File: src/rtl/codedlock_pkg.sv
// Shared definitions for the coded-lock controller.
// Holds the digit/code geometry, the reset code and the controller state encoding.
// No ports; imported by codedlock_digit_buf and codedlock_ctrl.
package codedlock_pkg;

    localparam int unsigned DIGIT_W  = 4;                    // one key digit {q,u,n,b}
    localparam int unsigned CODE_LEN = 4;                    // digits per code
    localparam int unsigned CODE_W   = DIGIT_W * CODE_LEN;   // packed code vector width
    localparam int unsigned CNT_W    = $clog2(CODE_LEN + 1); // holds 0..CODE_LEN

    // First-entered digit sits in the MSBs.
    localparam logic [CODE_W-1:0] DEFAULT_CODE = 16'h1234;

    typedef enum logic [2:0] {
        StIdle,
        StEntry,
        StCheck,
        StOpen,
        StFail,
        StLockout
    } state_e;

endpackage

File: src/rtl/codedlock_digit_buf.sv
// Digit collection buffer: a left-shifting digit register with a digit count and an
// overflow flag. Digits arriving once the buffer already holds CODE_LEN digits are
// dropped and flag overflow instead.
// Ports:
//   clk_i    system clock
//   rst_ni   synchronous active-low reset
//   clr_i    empty the buffer (wins over load_i)
//   load_i   shift digit_i in
//   digit_i  digit value
//   data_o   collected digits, newest in the LSBs
//   count_o  number of digits held
//   full_o   count_o == CODE_LEN
//   ovf_o    a digit was dropped because the buffer was full
module codedlock_digit_buf
    import codedlock_pkg::*;
(
    input  logic               clk_i,
    input  logic               rst_ni,
    input  logic               clr_i,
    input  logic               load_i,
    input  logic [DIGIT_W-1:0] digit_i,
    output logic [CODE_W-1:0]  data_o,
    output logic [CNT_W-1:0]   count_o,
    output logic               full_o,
    output logic               ovf_o
);

    logic [CODE_W-1:0] data_q, data_d;
    logic [CNT_W-1:0]  count_q, count_d;
    logic              ovf_q, ovf_d;
    logic              full;

    assign full = (count_q == CNT_W'(CODE_LEN));

    always_comb begin
        data_d  = data_q;
        count_d = count_q;
        ovf_d   = ovf_q;
        if (clr_i) begin
            data_d  = '0;
            count_d = '0;
            ovf_d   = 1'b0;
        end else if (load_i) begin
            if (full) begin
                ovf_d = 1'b1;
            end else begin
                data_d  = {data_q[CODE_W-DIGIT_W-1:0], digit_i};
                count_d = count_q + CNT_W'(1);
            end
        end
    end

    always_ff @(posedge clk_i) begin
        if (!rst_ni) begin
            data_q  <= '0;
            count_q <= '0;
            ovf_q   <= 1'b0;
        end else begin
            data_q  <= data_d;
            count_q <= count_d;
            ovf_q   <= ovf_d;
        end
    end

    assign data_o  = data_q;
    assign count_o = count_q;
    assign full_o  = full;
    assign ovf_o   = ovf_q;

endmodule

File: src/rtl/codedlock_ctrl.sv
// Coded-lock sequencer: collects keypad digits, checks them against the stored code,
// drives the unlock (led1) and error/alarm (led2) indicators, counts consecutive
// failures and enforces a lockout window.
// Optional feature macro: CODEDLOCK_REPROG_EN -- adds the prog strobe and a writable
// code register so the code can be changed while unlocked.
// Ports:
//   clk      system clock
//   rst_n    synchronous active-low reset
//   key_val  digit value, sampled with key_vld
//   key_vld  single-cycle digit strobe
//   enter    single-cycle submit strobe
//   clr      single-cycle clear/relock strobe
//   prog     single-cycle reprogram strobe (CODEDLOCK_REPROG_EN only)
//   led1     unlocked indicator
//   led2     error/alarm indicator
//   busy     high in CHECK, FAIL and LOCKOUT
//   tries    consecutive-failure count
module codedlock_ctrl
    import codedlock_pkg::*;
#(
    parameter int unsigned MAX_TRIES   = 3,
    parameter int unsigned UNLOCK_CYC  = 500,
    parameter int unsigned ERR_CYC     = 50,
    parameter int unsigned LOCKOUT_CYC = 2000
) (
    input  logic               clk,
    input  logic               rst_n,
    input  logic [DIGIT_W-1:0] key_val,
    input  logic               key_vld,
    input  logic               enter,
    input  logic               clr,
`ifdef CODEDLOCK_REPROG_EN
    input  logic               prog,
`endif
    output logic               led1,
    output logic               led2,
    output logic               busy,
    output logic [1:0]         tries
);

    localparam int unsigned MAX_UE  = (UNLOCK_CYC > ERR_CYC) ? UNLOCK_CYC : ERR_CYC;
    localparam int unsigned MAX_CYC = (MAX_UE > LOCKOUT_CYC) ? MAX_UE : LOCKOUT_CYC;
    localparam int unsigned TIMER_W = $clog2(MAX_CYC);

    state_e               state_q, state_d;
    logic [TIMER_W-1:0]   timer_q, timer_d;
    logic [1:0]           tries_q, tries_d;
    logic                 led1_q, led1_d;
    logic                 led2_q, led2_d;
    logic                 busy_q, busy_d;

    logic                 buf_clr, buf_load;
    logic [CODE_W-1:0]    buf_data;
    logic [CNT_W-1:0]     buf_count;
    logic                 buf_full, buf_ovf;
    logic [CODE_W-1:0]    code;
    logic                 match;
    logic [2:0]           tries_inc;
    logic                 lock_hit;
    logic                 timer_zero;

    codedlock_digit_buf u_digit_buf (
        .clk_i   (clk),
        .rst_ni  (rst_n),
        .clr_i   (buf_clr),
        .load_i  (buf_load),
        .digit_i (key_val),
        .data_o  (buf_data),
        .count_o (buf_count),
        .full_o  (buf_full),
        .ovf_o   (buf_ovf)
    );

`ifdef CODEDLOCK_REPROG_EN
    logic [CODE_W-1:0] code_q, code_d;

    always_ff @(posedge clk) begin
        if (!rst_n) begin
            code_q <= DEFAULT_CODE;
        end else begin
            code_q <= code_d;
        end
    end

    assign code = code_q;
`else
    assign code = DEFAULT_CODE;
`endif

    // buf_full already implies the digit count equals CODE_LEN.
    assign match      = buf_full && !buf_ovf && (buf_data == code);
    assign tries_inc  = {1'b0, tries_q} + 3'd1;
    assign lock_hit   = (32'(tries_inc) >= MAX_TRIES);
    assign timer_zero = (timer_q == '0);

    always_comb begin
        state_d  = state_q;
        timer_d  = timer_q;
        tries_d  = tries_q;
        buf_clr  = 1'b0;
        buf_load = 1'b0;
`ifdef CODEDLOCK_REPROG_EN
        code_d   = code_q;
`endif

        unique case (state_q)
            StIdle: begin
                if (clr) begin
                    buf_clr = 1'b1;
                end else if (enter) begin
                    state_d = StCheck;
                end else if (key_vld) begin
                    buf_load = 1'b1;
                    state_d  = StEntry;
                end
            end

            StEntry: begin
                if (clr) begin
                    buf_clr = 1'b1;
                    state_d = StIdle;
                end else if (enter) begin
                    state_d = StCheck;
                end else if (key_vld) begin
                    buf_load = 1'b1;
                end
            end

            StCheck: begin
                buf_clr = 1'b1;
                if (match) begin
                    state_d = StOpen;
                    timer_d = TIMER_W'(UNLOCK_CYC - 1);
                    tries_d = 2'd0;
                end else if (lock_hit) begin
                    state_d = StLockout;
                    timer_d = TIMER_W'(LOCKOUT_CYC - 1);
                    tries_d = 2'(MAX_TRIES);
                end else begin
                    state_d = StFail;
                    timer_d = TIMER_W'(ERR_CYC - 1);
                    tries_d = tries_inc[1:0];
                end
            end

            StOpen: begin
                if (clr) begin
                    buf_clr = 1'b1;
                    state_d = StIdle;
                end
`ifdef CODEDLOCK_REPROG_EN
                else if (prog && buf_full && !buf_ovf) begin
                    code_d  = buf_data;
                    buf_clr = 1'b1;
                    timer_d = TIMER_W'(UNLOCK_CYC - 1);
                end else begin
                    if (prog) begin
                        buf_clr = 1'b1;
                    end else if (key_vld) begin
                        buf_load = 1'b1;
                    end
                    if (timer_zero) begin
                        buf_clr = 1'b1;
                        state_d = StIdle;
                    end else begin
                        timer_d = timer_q - TIMER_W'(1);
                    end
                end
`else
                else if (timer_zero) begin
                    state_d = StIdle;
                end else begin
                    timer_d = timer_q - TIMER_W'(1);
                end
`endif
            end

            StFail: begin
                if (timer_zero) begin
                    state_d = StIdle;
                end else begin
                    timer_d = timer_q - TIMER_W'(1);
                end
            end

            StLockout: begin
                if (timer_zero) begin
                    state_d = StIdle;
                    tries_d = 2'd0;
                end else begin
                    timer_d = timer_q - TIMER_W'(1);
                end
            end

            default: begin
                state_d = StIdle;
                buf_clr = 1'b1;
            end
        endcase

        // Indicators follow the next state so they are registered with it.
        led1_d = (state_d == StOpen);
        led2_d = (state_d == StFail) || (state_d == StLockout);
        busy_d = (state_d == StCheck) || (state_d == StFail) || (state_d == StLockout);
    end

    always_ff @(posedge clk) begin
        if (!rst_n) begin
            state_q <= StIdle;
            timer_q <= '0;
            tries_q <= 2'd0;
            led1_q  <= 1'b0;
            led2_q  <= 1'b0;
            busy_q  <= 1'b0;
        end else begin
            state_q <= state_d;
            timer_q <= timer_d;
            tries_q <= tries_d;
            led1_q  <= led1_d;
            led2_q  <= led2_d;
            busy_q  <= busy_d;
        end
    end

    assign led1  = led1_q;
    assign led2  = led2_q;
    assign busy  = busy_q;
    assign tries = tries_q;

endmodule

File: config.mk
export PLATFORM = sky130hd
export DESIGN_NAME = codedlock_ctrl
export DESIGN_NICKNAME = d
export VERILOG_FILES = /design/src/rtl/codedlock_pkg.sv /design/src/rtl/codedlock_digit_buf.sv /design/src/rtl/codedlock_ctrl.sv
export SDC_FILE = /design/constraint.sdc
export NUM_CORES = 1
export LEC_CHECK = 0
export CAP_MARGIN = 20
export CORE_MARGIN = 3
export CORE_UTILIZATION = 57
export CTS_CLUSTER_SIZE = 30
export DETAILED_ROUTE_END_ITERATION = 16
export GPL_TIMING_DRIVEN = 0
export PLACE_DENSITY = 0.78
export RECOVER_POWER = 25
export SYNTH_ARGS = -nofsm -noshare
export SYNTH_HDL_FRONTEND = slang
export SYNTH_SLANG_ARGS = --single-unit
File: constraint.sdc
create_clock -name clk -period 2.42 [get_ports clk]
set_input_delay 0.242 -clock clk [delete_from_list [all_inputs] [get_ports clk]]
set_output_delay 0.242 -clock clk [all_outputs]
set_load 0.05 [all_outputs]
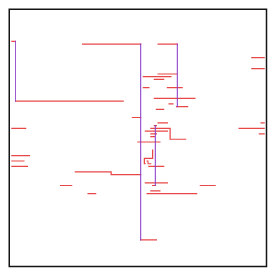
Figure 1: run 1, signal wires by layer.
(4 px per um) Only two layers are drawn.
legend:
  M4:
    color: purple
    wire_length: 94.5 um
  M3:
    color: red
    wire_length: 201 um

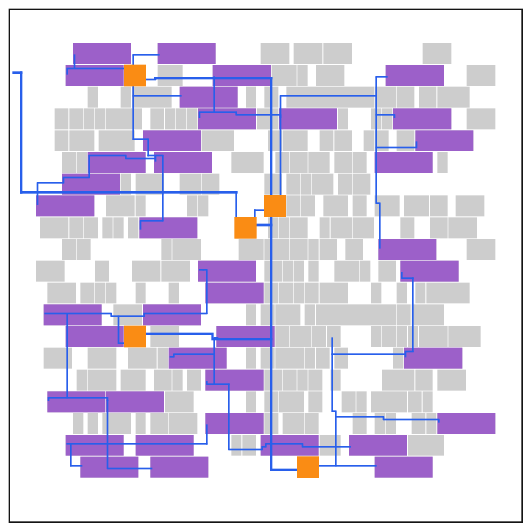
Figure 2: run 1, clock distribution.
(8 px per um)
legend:
  flip-flops:
    color: purple
    count: 39
  clock wires:
    color: blue
    length: 474 um
  clock-net drivers:
    color: orange
    count: 5
flops lie: all over the die
routed clock nets: 6

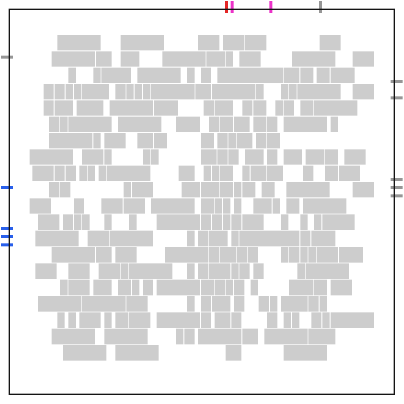
Figure 3: run 1, ports around the boundary.
(6 px per um) Pins as bars across the die edge, other pins in gray.
legend:
  `tries`:
    color: magenta
    pins: 2
    direction: output
    edge: top
  `key_val`:
    color: blue
    pins: 4
    direction: input
    edge: left
  `rst_n`:
    color: red
    pins: 1
    direction: input
    edge: top
all pins by edge: 5 right, 5 left, 4 top

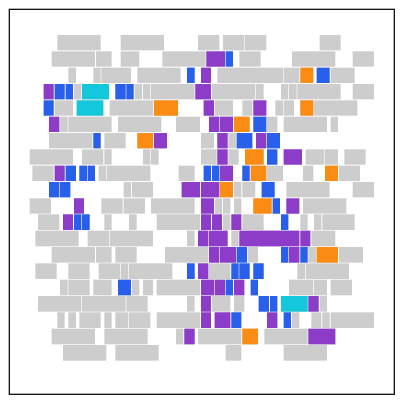
Figure 4: run 1, gate-type map.
(6 px per um)
legend:
  fa/ha/maj cells:
    color: cyan
    cells: 3
  and/or cells:
    color: orange
    cells: 12
  nand cells:
    color: blue
    cells: 40
  aoi and oai cells:
    color: purple
    cells: 43
post-route insts no fill: 287
multi-input gate share of the layout cell area: 47.2%

==> summary.log, run 1 <==
[run_status] status complete, no violations
[routing] WL met2 1.95 mm
[routing] total via count after detailed routing 1,649
[setup_path] largest fanout on the critical path 10
[setup_path] CP max stage delay 0.46 ns
[synth] yosys stat chip area 1910 sq um
[routing] initial DRC count 103
[place] placer's final routability congestion estimate 0.824
[final_timing] Final setup violation count 0
[setup_path] Critical path origin timer_q[0]$_SDFFE_PN0P_
[setup_path] setup slack, reg-to-reg 0.13 ns
[power] sequential share of power 49.0%
[setup_path] critical path, cell by cell inv_1 -> ha_1 -> or4b_1 -> buf_6 -> o32ai_4 -> and2_4 -> buf_8 -> nor2_2 -> o221a_1
[hold_path] type of the worst min-delay path in2reg
[setup_path] critical path startpoint category flip-flop
[cts] total clock sinks 39
[routing] Total Routed Length 3.98 mm
[setup_path] Crit path max-delay family simple AND/OR/NAND/NOR gates
[cts] CTS H-tree lvls 2
[routing] average routed wire per standard cell 13.9 um
[setup_path] start of the worst register-to-register path timer_q[0]$_SDFFE_PN0P_
[synth] mux frac, synth 6.28%
[final_layout] Total Nets Final 254
[cts] number of buffers created by CTS 5
[global_route] maximum number of pins on one net before global-route repair 13
[final_layout] number of filler instances in the final layout 249
[synth] share of the synthesized netlist area taken by xor and xnor gates 0.916%
[synth] Largest cells by area dfxtp_1 41%, mux2i_1 6.3%, nor2_1 5.9%
[synth] sequential-to-total area share from yosys stat 40.8%
[routing] Post-route DRC 0
[final_timing] Setup TNS Final 0 ns
[setup_path] worst r2r dst timer_q[2]$_SDFFE_PN0P_
[hold_path] depth of the worst hold-timing path 3
[synth] Distinct cells, synth 55
[power] worst voltage drop across the vdd grid 0.435 mV
[final_timing] largest clock skew in the final design 0.00854 ns
[final_timing] max-slew violation count 0
[routing] post-detailed-route count of antenna-violating nets 0
[synth] cell with the most instances after synthesis dfxtp_1
[synth] fraction of the mapped netlist area in simple logic gates 26.8%
[final_timing] final tally of hold violations 0
[synth] count of yosys warnings during synthesis 0
[final_timing] RSZ-0062 raised after global routing no
[setup_path] crit path capture timer_q[2]$_SDFFE_PN0P_
[synth] prevailing logic family in the synthesized netlist simple AND/OR/NAND/NOR gates
[final_layout] number of antenna repair diodes 0
[cts] CTS tree yes
[job] Maximum Capacitance Violations 0
[synth] top cells by instance count after synthesis 39 x dfxtp_1, 30 x nor2_1, 23 x nand2_1, 16 x a21oi_1
[synth] Avg Inst Size Synth 8.62 sq um
[setup_path] kind of capture point of the worst setup path flip-flop
[place] IO buf count 13
[routing] met1 layer wirelength in the final routing 1.74 mm
[synth] Synth Flop Type dfxtp_1
[setup_path] required time reported for the critical path endpoint 2.68 ns
[synth] post-synthesis instance total 222
[final_layout] fraction of final layout cells with drive strength greater than 1 11.1%
[global_route] overall global routing resource usage 21.8%
[synth] post-synth net total 234
[power] combinational power share 17.5%
[power] sw power 377 uW
[final_layout] post-synthesis to final-layout area growth 13.9%
[global_route] peak-usage layer in the global routing report met2
[synth] Max-area cell share 40.8%
[final_layout] Final Core Density 69.7%
[power] power density relative to cell area 632 nW/um^2
[synth] cell taking the most area after synthesis dfxtp_1
[setup_path] Stages on worst setup path 9
[setup_path] buffer-and-inverter tally for the worst setup path 3
[setup_path] type of the worst setup path reg2reg
[final_timing] post-route fraction of the period consumed by the critical path 94.4%
[routing] top routing layer used met4
[global_route] total overflow reported by the global router 0
[final_timing] post-route minimum period 2.29 ns
[synth] number of flip-flops and latches in the synthesized netlist 39
[cts] Post-CTS Setup Repair Bufs 0
[floorplanning] die width 63.9 um
[final_timing] Fmax achieved 0.438 GHz
[cts] Clock transition at path regs 0.12 ns
[final_timing] Max transition margin 66.7%
[routing] number of vias per cell after detailed routing 5.75
[global_route] global-route track usage on met2 36.5%
[routing] drt pass-1 iters 4
[final_timing] transition time of the tightest slew-check pin 0.499 ns
[synth] yosys cell count 222
[job] number of warnings the tools reported 27
[cts] worst-skew pair later-pin latency 0.36 ns
[hold_path] hold endpoint u_digit_buf.data_o[1]$_SDFFE_PP0P_
==> run 1: layout by cell type, fill, tap and decap left out, types with 3 or more instances in the layout <==
cell type	n
nand2b_1	3
inv_1	6
clkdlybuf4s50_1	9
nand3_1	12
o21ai_0	9
nor2_1	30
clkbuf_1	5
nand2_1	22
dfxtp_1	39
clkbuf_4	5
dlygate4sd3_1	5
nor3_1	6
o22ai_1	6
a21oi_1	16
mux2i_1	12
ha_1	3
==> run 1: cell type report <==
cell class	instances	area (sq um)	share of cell area, %
Timing Repair Buffer	13	130	5.97
Clock buffer	6	51.3	2.35
Buffer	11	76.3	3.50
Multi-Input combinational cell	166	1030	47.2
Inverter	6	22.5	1.03
Clock inverter	2	35.0	1.61
Sequential cell	39	781	35.8
Tap cell	44	55.1	2.53
==> run 1: metrics by stage <==
stage               setup WS [ns]  instance area [sq um]  hold slack, ns  total power (uW)  std cells
finish                      0.135                   2180           0.458              1380        287
global route               0.0401                   2180           0.438              1440        287
CTS                         0.146                   2180           0.441              1390        287
detailed placement         0.0750                   2100           0.460               931        279
global placement           0.0988                   2100           0.457               924        279
floorplan                   0.285                   1910           0.389               869        222
==> run 1: tightest hold or removal path, delay by kind of cell <==
family,cells,cell delay [ns]
buf+inv,1,0.40
simple gates,1,0.07
compound gates,1,0.06
==> run 1: power by group through the flow <==
| stage | registers, uW | logic [uW] | clock network (uW) |
|---|---|---|---|
| after detailed placement | 690 | 241 | 0 |
| final | 675 | 242 | 462 |
| after global placement | 688 | 236 | 0 |
| after floorplan | 698 | 171 | 0 |
| after CTS | 676 | 241 | 472 |
| after global routing | 678 | 264 | 501 |
==> run 1: what timing repair did <==
item / CTS / global route
resized: 0 / 1
hold buffers: 0 / 0
endpoints found under the setup margin: 0 / 1
==> run 2, diff against run 1 <==
- GPL_ROUTABILITY_DRIVEN: unset -> 1
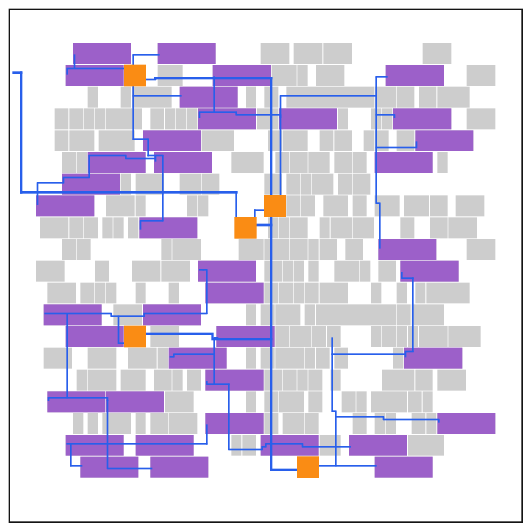
Figure 5: run 2, clock distribution.
(8 px per um)
legend:
  clock wires:
    color: blue
    length: 474 um
  clock-net drivers:
    color: orange
    count: 5
  flip-flops:
    color: purple
    count: 39
routed clock nets: 6

==> run 2 against run 1 <==
Compared with the run above: clock power is essentially flat; die size is the same; largest cell class unchanged; sequential power is essentially flat; highest routed layer unchanged; clock-buffer cell count is the same.
==> summary.log, run 2 <==
[run_status] status complete, no violations
[synth] yosys stat chip area 1910 sq um
[routing] initial DRC count 103
[power] static power due to leakage 0.000869 uW
[setup_path] largest fanout on the critical path 10
[synth] post-synth net total 234
[synth] Synth Flop Type dfxtp_1
[synth] fraction of the mapped netlist area in simple logic gates 26.8%
[cts] Clock transition at path regs 0.12 ns
[synth] Avg Inst Size Synth 8.62 sq um
[synth] count of yosys warnings during synthesis 0
[place] DP Area 2100 sq um
[setup_path] type of the worst setup path reg2reg
[synth] prevailing logic family in the synthesized netlist simple AND/OR/NAND/NOR gates
[global_route] total overflow reported by the global router 0
[hold_path] type of the worst min-delay path in2reg
[synth] cell taking the most area after synthesis dfxtp_1
[routing] drt pass-1 iters 4
[power] worst voltage drop across the vdd grid 0.435 mV
[final_timing] final tally of hold violations 0
[routing] post-detailed-route count of antenna-violating nets 0
[power] power density relative to cell area 632 nW/um^2
[final_timing] post-route minimum period 2.29 ns
[final_timing] post-route fraction of the period consumed by the critical path 94.4%
[synth] top cells by instance count after synthesis 39 x dfxtp_1, 30 x nor2_1, 23 x nand2_1, 16 x a21oi_1
[final_layout] most instantiated logic cells after routing 39 x dfxtp_1, 30 x nor2_1, 22 x nand2_1, 16 x a21oi_1
[routing] WL met2 1.95 mm
[synth] post-synthesis instance total 222
[synth] sequential-to-total area share from yosys stat 40.8%
[routing] total via count after detailed routing 1,649
[synth] share of the synthesized netlist area taken by xor and xnor gates 0.916%
[final_timing] Max transition margin 66.7%
[setup_path] critical path startpoint category flip-flop
[final_timing] largest clock skew in the final design 0.00854 ns
[final_timing] Fmax achieved 0.438 GHz
[place] post-place setup slack 0.0750 ns
[cts] Post-CTS Setup Repair Bufs 0
[job] number of warnings the tools reported 27
[floorplanning] die width 63.9 um
[final_layout] Total Nets Final 254
[cts] number of buffers created by CTS 5
[final_layout] number of antenna repair diodes 0
[final_layout] top logic cell by instance count in the layout dfxtp_1
[setup_path] required time reported for the critical path endpoint 2.68 ns
[routing] top routing layer used met4
[final_timing] transition time of the tightest slew-check pin 0.499 ns
[place] placer's final routability congestion estimate 0.824
[synth] Largest cells by area dfxtp_1 41%, mux2i_1 6.3%, nor2_1 5.9%
[final_timing] Worst Setup Slack, final 0.135 ns
[synth] mux frac, synth 6.28%
[routing] met1 layer wirelength in the final routing 1.74 mm
[synth] yosys cell count 222
[final_timing] Final setup violation count 0
[final_layout] post-synthesis to final-layout area growth 13.9%
[final_layout] fraction of final layout cells with drive strength greater than 1 11.1%
[final_timing] Setup TNS Final 0 ns
[place] IO buf count 13
[cts] worst-skew pair later-pin latency 0.36 ns
[synth] cell with the most instances after synthesis dfxtp_1
[synth] Distinct cells, synth 55
[cts] total clock sinks 39
[routing] number of vias per cell after detailed routing 5.75
[synth] Max-area cell share 40.8%
[job] Maximum Capacitance Violations 0
[final_timing] RSZ-0062 raised after global routing no
[routing] average routed wire per standard cell 13.9 um
[final_timing] max-slew violation count 0
[cts] post-cts resize count 0
[routing] Total Routed Length 3.98 mm
[cts] CTS tree yes
## run 2: layout make-up
class                      instances  area [sq um]
tap                               44          55.1
buffer                            11          76.3
inverter                           6          22.5
fill                             249           948
clock buffer                       6          51.3
clock inverter                     2          35.0
sequential                        39           781
multi-input combinational        166          1030
timing repair buffer              13           130
## run 2: per-stage QoR
| stage | power [uW] | hold slack [ns] | instances | util [%] |
|---|---|---|---|---|
| after floorplan | 869 | 0.389 | 222 | - |
| after global placement | 924 | 0.457 | 279 | 67.1 |
| after detailed placement | 931 | 0.460 | 279 | 67.1 |
| after CTS | 1390 | 0.441 | 287 | 69.8 |
| after global routing | 1440 | 0.438 | 287 | 69.7 |
| final | 1380 | 0.458 | 287 | 69.7 |
## run 2: power by group
group	leakage, uW	internal, uW	switching, uW
sequential	0.000315	660	15.2
clock	0.0000482	244	218
combinational	0.000505	97.6	144
## run 2: worst paths after layout
check,startpoint,to,slack [ns],depth (start not counted)
worst max register to register,timer_q[0]$_SDFFE_PN0P_,timer_q[2]$_SDFFE_PN0P_,0.13,9
worst min register to register,timer_q[1]$_SDFFE_PN0P_,timer_q[1]$_SDFFE_PN0P_,0.48,2
worst min-delay path,key_val[1],u_digit_buf.data_o[1]$_SDFFE_PP0P_,0.46,3
worst max-delay path,timer_q[0]$_SDFFE_PN0P_,timer_q[2]$_SDFFE_PN0P_,0.13,9
## run 2: metal layers
layer	GRT usage (%)	vias to the layer above
met5	0	-
met4	10.8	0
met3	4.92	10
met2	36.5	65
met1	26.1	742
li1	-	832
## run 2: critical path: stages, from the launching register on
cell and delay, ns:
dfxtp_1 0.33, inv_1 0.11, ha_1 0.22, or4b_1 0.46, buf_6 0.16, o32ai_4 0.31, and2_4 0.21, buf_8 0.13
nor2_2 0.04, o221a_1 0.22
Power is estimated from default activity; no workload was simulated.
